### src/rtl/despejo_memoria_dados.sv
// despejo_memoria_dados: walks an inclusive address range of the data memory,
// reads each 32-bit word combinationally and streams it MSB byte first over a
// byte-wide valid/ready interface towards the UART transmitter.
// Optional feature: define DESPEJO_CHECKSUM_EN to append one XOR checksum byte
// after the last data byte of the dump.
module despejo_memoria_dados #(
  parameter int LARGURA_END = 7
) (
  input  logic                   clock,
  input  logic                   reset,
  input  logic                   iniciar,
  input  logic [LARGURA_END-1:0] end_inicial,
  input  logic [LARGURA_END-1:0] end_final,
  output logic                   sinal_ler,
  output logic                   sinal_escrever,
  output logic [LARGURA_END-1:0] endereco,
  input  logic [31:0]            dado_ler,
  output logic [7:0]             tx_dado,
  output logic                   tx_valido,
  input  logic                   tx_pronto,
  output logic                   ocupado,
  output logic                   concluido
);

`ifdef DESPEJO_CHECKSUM_EN
  typedef enum logic [2:0] {
    OCIOSO   = 3'd0,
    LER      = 3'd1,
    ENVIAR   = 3'd2,
    CHECKSUM = 3'd3,
    FIM      = 3'd4
  } estado_t;
`else
  typedef enum logic [2:0] {
    OCIOSO = 3'd0,
    LER    = 3'd1,
    ENVIAR = 3'd2,
    FIM    = 3'd4
  } estado_t;
`endif

  localparam logic [LARGURA_END-1:0] UM_END = LARGURA_END'(1);

  estado_t                state_q, state_d;
  logic [LARGURA_END-1:0] endereco_q, endereco_d;
  logic [LARGURA_END-1:0] end_final_q, end_final_d;
  logic [31:0]            shift_q, shift_d;
  logic [1:0]             idx_q, idx_d;
  logic                   sinal_ler_q, sinal_ler_d;
  logic                   tx_valido_q, tx_valido_d;
  logic [7:0]             tx_dado_q, tx_dado_d;
  logic                   ocupado_q, ocupado_d;
  logic                   concluido_q, concluido_d;
  logic                   transfer_s;
`ifdef DESPEJO_CHECKSUM_EN
  logic [7:0]             csum_q, csum_d;
`endif

  // A byte leaves only when the presented byte is valid and the UART takes it.
  assign transfer_s = tx_valido_q & tx_pronto;

  // Next-state logic; output flops are loaded from the next state so every
  // output is a plain register with no path from tx_pronto.
  always_comb begin
    state_d     = state_q;
    endereco_d  = endereco_q;
    end_final_d = end_final_q;
    shift_d     = shift_q;
    idx_d       = idx_q;
`ifdef DESPEJO_CHECKSUM_EN
    csum_d      = csum_q;
`endif
    case (state_q)
      OCIOSO: begin
        if (iniciar) begin
          state_d     = LER;
          endereco_d  = end_inicial;
          end_final_d = end_final;
          idx_d       = 2'd0;
`ifdef DESPEJO_CHECKSUM_EN
          csum_d      = 8'h00;
`endif
        end else begin
          state_d = OCIOSO;
        end
      end
      LER: begin
        // Memory read is combinational: capture the word in this single cycle.
        shift_d = dado_ler;
        state_d = ENVIAR;
      end
      ENVIAR: begin
        if (transfer_s) begin
          shift_d = {shift_q[23:0], 8'h00};
          idx_d   = idx_q + 2'd1;
`ifdef DESPEJO_CHECKSUM_EN
          csum_d  = csum_q ^ shift_q[31:24];
`endif
          if (idx_q == 2'd3) begin
            if (endereco_q == end_final_q) begin
`ifdef DESPEJO_CHECKSUM_EN
              state_d = CHECKSUM;
`else
              state_d = FIM;
`endif
            end else begin
              // Wraps naturally modulo 2^LARGURA_END.
              endereco_d = endereco_q + UM_END;
              state_d    = LER;
            end
          end else begin
            state_d = ENVIAR;
          end
        end else begin
          state_d = ENVIAR;
        end
      end
`ifdef DESPEJO_CHECKSUM_EN
      CHECKSUM: begin
        if (transfer_s) begin
          state_d = FIM;
        end else begin
          state_d = CHECKSUM;
        end
      end
`endif
      FIM: begin
        state_d = OCIOSO;
      end
      default: begin
        state_d = OCIOSO;
      end
    endcase

    sinal_ler_d = (state_d == LER);
    concluido_d = (state_d == FIM);
`ifdef DESPEJO_CHECKSUM_EN
    tx_valido_d = (state_d == ENVIAR) || (state_d == CHECKSUM);
    if (state_d == ENVIAR) begin
      tx_dado_d = shift_d[31:24];
    end else if (state_d == CHECKSUM) begin
      tx_dado_d = csum_d;
    end else begin
      tx_dado_d = 8'h00;
    end
`else
    tx_valido_d = (state_d == ENVIAR);
    if (state_d == ENVIAR) begin
      tx_dado_d = shift_d[31:24];
    end else begin
      tx_dado_d = 8'h00;
    end
`endif
    ocupado_d = (state_d == LER) || tx_valido_d;
  end

  // State, datapath and output registers; reset aborts any dump in progress.
  always_ff @(posedge clock or posedge reset) begin
    if (reset) begin
      state_q     <= OCIOSO;
      endereco_q  <= '0;
      end_final_q <= '0;
      shift_q     <= 32'h0000_0000;
      idx_q       <= 2'd0;
      sinal_ler_q <= 1'b0;
      tx_valido_q <= 1'b0;
      tx_dado_q   <= 8'h00;
      ocupado_q   <= 1'b0;
      concluido_q <= 1'b0;
`ifdef DESPEJO_CHECKSUM_EN
      csum_q      <= 8'h00;
`endif
    end else begin
      state_q     <= state_d;
      endereco_q  <= endereco_d;
      end_final_q <= end_final_d;
      shift_q     <= shift_d;
      idx_q       <= idx_d;
      sinal_ler_q <= sinal_ler_d;
      tx_valido_q <= tx_valido_d;
      tx_dado_q   <= tx_dado_d;
      ocupado_q   <= ocupado_d;
      concluido_q <= concluido_d;
`ifdef DESPEJO_CHECKSUM_EN
      csum_q      <= csum_d;
`endif
    end
  end

  assign sinal_ler      = sinal_ler_q;
  assign sinal_escrever = 1'b0;
  assign endereco       = endereco_q;
  assign tx_dado        = tx_dado_q;
  assign tx_valido      = tx_valido_q;
  assign ocupado        = ocupado_q;
  assign concluido      = concluido_q;

endmodule

### config.mk
export PLATFORM = sky130hd
export DESIGN_NAME = despejo_memoria_dados
export DESIGN_NICKNAME = d
export VERILOG_FILES = /design/src/rtl/despejo_memoria_dados.sv
export SDC_FILE = /design/constraint.sdc
export NUM_CORES = 1
export LEC_CHECK = 0
export ABC_CLOCK_PERIOD_IN_PS = 2700
export CAP_MARGIN = 20
export CORE_UTILIZATION = 37
export DETAILED_ROUTE_END_ITERATION = 6
export GPL_TIMING_DRIVEN = 0
export PLACE_DENSITY_LB_ADDON = 0.12
export SETUP_SLACK_MARGIN = 0.3
export SLEW_MARGIN = 20
export SYNTH_ARGS = -nofsm -noshare
export SYNTH_HDL_FRONTEND = slang
export SYNTH_SLANG_ARGS = --single-unit
### constraint.sdc
create_clock -name clock -period 2.7 [get_ports clock]
set_input_delay 0.54 -clock clock [delete_from_list [all_inputs] [get_ports clock]]
set_output_delay 0.54 -clock clock [all_outputs]
set_load 0.02 [all_outputs]
==> images/flops_by_reg.png <==
Scale bar: 20 um. Other sequential cells in the stronger gray, the rest of the logic in the fainter gray.
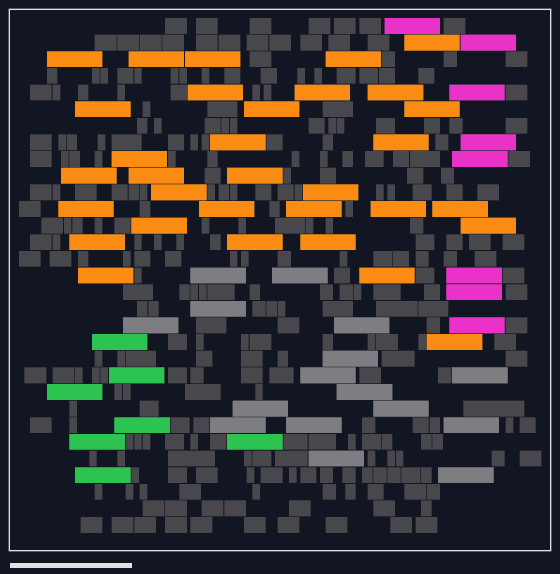
[green] end_final_q | flops: 7 | where: bottom left
[magenta] tx_dado | flops: 8
[orange] shift_q | flops: 32
not colored: 16

==> metrics.csv <==
metric;value;unit
root_buffer;clkbuf_8;
synth.distinct_cells;40;
p_leak;1.73;nW
end_kind;flop;
ys_cells;263;
fin_worst_skew;7.80;ps
coreArea;7210;um2
slowest_delay;580;ps
power.share.combinational;42.0;%
seq_area;1580;um2
period_minus_slack;2270;ps
fp.dieH;88.3;um
avgRoutedWirePerCell;13.5;um
synth_seq_share;57.2;%
placed_cell_area;3590;um2
async_flop_share;100;%
clock_sinks;63;
intPower;2.50;mW
worst-path-buf-inv;2;
vias;2151;
drt_first_pass_iters;4;
nets;395;
crit_fanout;8;
lay_top_count;nand2_1;
swShare;37.8;%
syn_area;2760;um2
cts_resized;0;
fill_cells;701;
synth.avg_cell_area;10.5;um2
worst_r2r_path_depth;5;
edf_count;0;
relSlewSlack;53.5;%
hold_class;reg -> reg;
netlist_instances;263;
synth.net_count;315;
rows;31;
cts_hold_buf;0;
chipWidth;88.3;um
antenna_found_initial;0;
crit_path_cell_trace;clkdlybuf4s50_1 -> nor4b_2 -> o21ai_0 -> o21ba_1 -> buf_6 -> mux2_4;
routabilityCongestion;0.785;
power;4.01;mW
status;finished, final reports clean;
clockBufferDepth;2;
antenna_left;0;
power_density;1070;nW/um2
hold_viol_final;0;
synth_top_flop_cell;dfrtp_1;
hold_depth;1;
log.warning_count;26;
path_clk_slew;60;ps
grtUsageTotal;17.3;%
fp_util;38.2;%
setup_viol_count_final;0;
hpwl;4310;um
cp.depth;6;
clkLatencyLatePin;330;ps
path_class;in -> reg;
timing.setup.tns;0;ps
ys_chip_area;2760;um2
power_frac_clock;17.1;%
first_global_vias;2112;
worst_slew_pin_slew;696;ps
antennaDiodeCount;0;
fin_util;52.0;%
worstPathRequired;2920;ps
p_seq_share;40.9;%
drc;0;
lay_top_cells;nand2_1, clkdlybuf4s50_1, dfrtp_1, a22oi_1, o21ai_0;
areaGrowthSynthToFinish;36.2;%
max-vdd-ir-drop;356;uV
period_used_share;84.3;%
drt-initial-drc-count;117;
net-switching-power;1.52;mW
drive_gt1_share;10.1;%
grt_max_degree;47;
timing.fmax;0.440;GHz
logic_area;1080;um2
io_pins;70;
==> images/detail.png <==
Window x 2 to 42, y 46 to 86 um. Cells in gray, sequential cells in the stronger gray; small squares are vias.
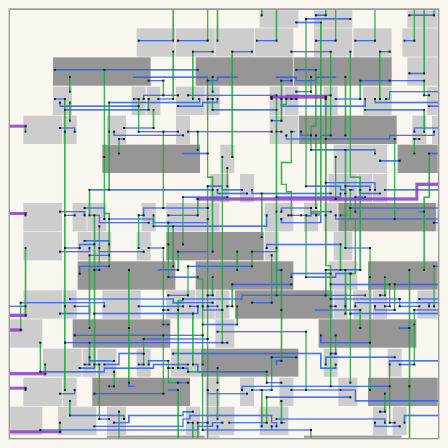
[green] metal 2
[purple] metal 3
[blue] metal 1
netlist names of flops here include: shift_q (16)
most frequent: nand2_1 (34), clkdlybuf4s50_1 (21), dfrtp_1 (16)
sequential cells in the window: 16
cells with their middle in the window: 97

-- path summary, 6_finish.rpt --
path / endpoint / slack, ps / from
min in group asynchronous: endereco[2] / 500 / reset
max reg2reg: endereco[1] / 620 / state_q[0]
max: endereco[1] / 430 / iniciar
max in group asynchronous: shift_q[11] / 1720 / reset
min reg2reg: shift_q[24] / 470 / shift_q[24]
min: shift_q[24] / 470 / shift_q[24]
-- worst reg2reg max path, cell delays in order, from the launching register on --
cell and delay [ps]:
dfrtp_1 430, nor4b_2 650, o21ai_0 190, o21ba_1 270
buf_6 130, mux2_4 300
-- per-layer routing --
metal / routed length, um / GRT usage [%] / share of wire, % / up-vias
met2: 2780 / 26.4 / 46 / 45
met4: 57 / 4.84 / 0.95 / 0
met1: 2920 / 23.8 / 48 / 1030
met5: 0 / 0 / 0 / -
li1: - / - / - / 1070
met3: 262 / 5.69 / 4.3 / 6
-- area by class of cell --
class	instances	share of cell area (%)
flip-flops and latches	63	42.0
multi-input cells	181	28.8
clock buffers	11	3.77
well taps	99	3.30
inverters	3	0.367
clock inverters	4	0.600
plain buffers	16	2.27
repair buffers	69	18.9
-- Yosys cell counts, types with 2 or more instances --
library cell	instances	share of area, %
o21ai_0	13	2.4
nand3_1	6	1.1
a22oi_1	18	4.9
a22o_1	8	2.5
buf_2	5	0.91
o22ai_1	2	0.45
a21oi_1	3	0.54
a21o_1	8	2.2
dfrtp_1	63	57
nand2b_1	2	0.45
nand2_1	74	10
clkbuf_1	7	0.95
and2_1	9	2.0
nand4_1	5	1.1
and3_1	2	0.45
nor2_1	3	0.41
a311oi_1	2	0.64
ha_1	2	0.91
xor2_1	4	1.3
inv_1	3	0.41
xnor2_1	3	0.95
buf_4	3	0.82
-- power by group through the flow --
stage                     Combinational [mW]  Sequential, mW  Clock (mW)
after detailed placement                1.70            1.66           0
after global routing                    1.90            1.69       0.746
after floorplan                         1.06            1.71           0
after CTS                               1.71            1.64       0.708
after global placement                  1.67            1.65           0
final                                   1.69            1.64       0.686
-- stage by stage --
stage / hold slack (ps) / instances / worst slack (ps)
after floorplan: 438 / 263 / 590
after global placement: 451 / 430 / -591
after detailed placement: 456 / 431 / 69.3
after CTS: 475 / 446 / 405
after global routing: 481 / 446 / 314
final: 472 / 446 / 425
-- registers in the layout (all words and copies together) (netlist names) --
name / cells
concluido: 1
end_final_q: 7
endereco: 7
idx_q: 2
ocupado: 1
shift_q: 32
sinal_ler: 1
state_q: 3
tx_dado: 8
tx_valido: 1
-- logic make-up (layout without fill, tap and decap cells) --
| group | Yosys count | in the layout | synth area share [%] |
|---|---|---|---|
| AND-OR/OR-AND | 60 | 60 | 15.8 |
| XOR/XNOR | 7 | 7 | 2.23 |
| adder cells (fa/ha/maj) | 2 | 2 | 0.908 |
| buffers and inverters | 19 | 103 | 3.50 |
| flip-flops | 63 | 63 | 57.2 |
| multiplexers | 2 | 2 | 0.953 |
| other | 1 | 1 | 0.136 |
| AND/OR/NAND/NOR | 109 | 109 | 19.2 |
No activity file was given, so power comes from the tool's default toggle rates.
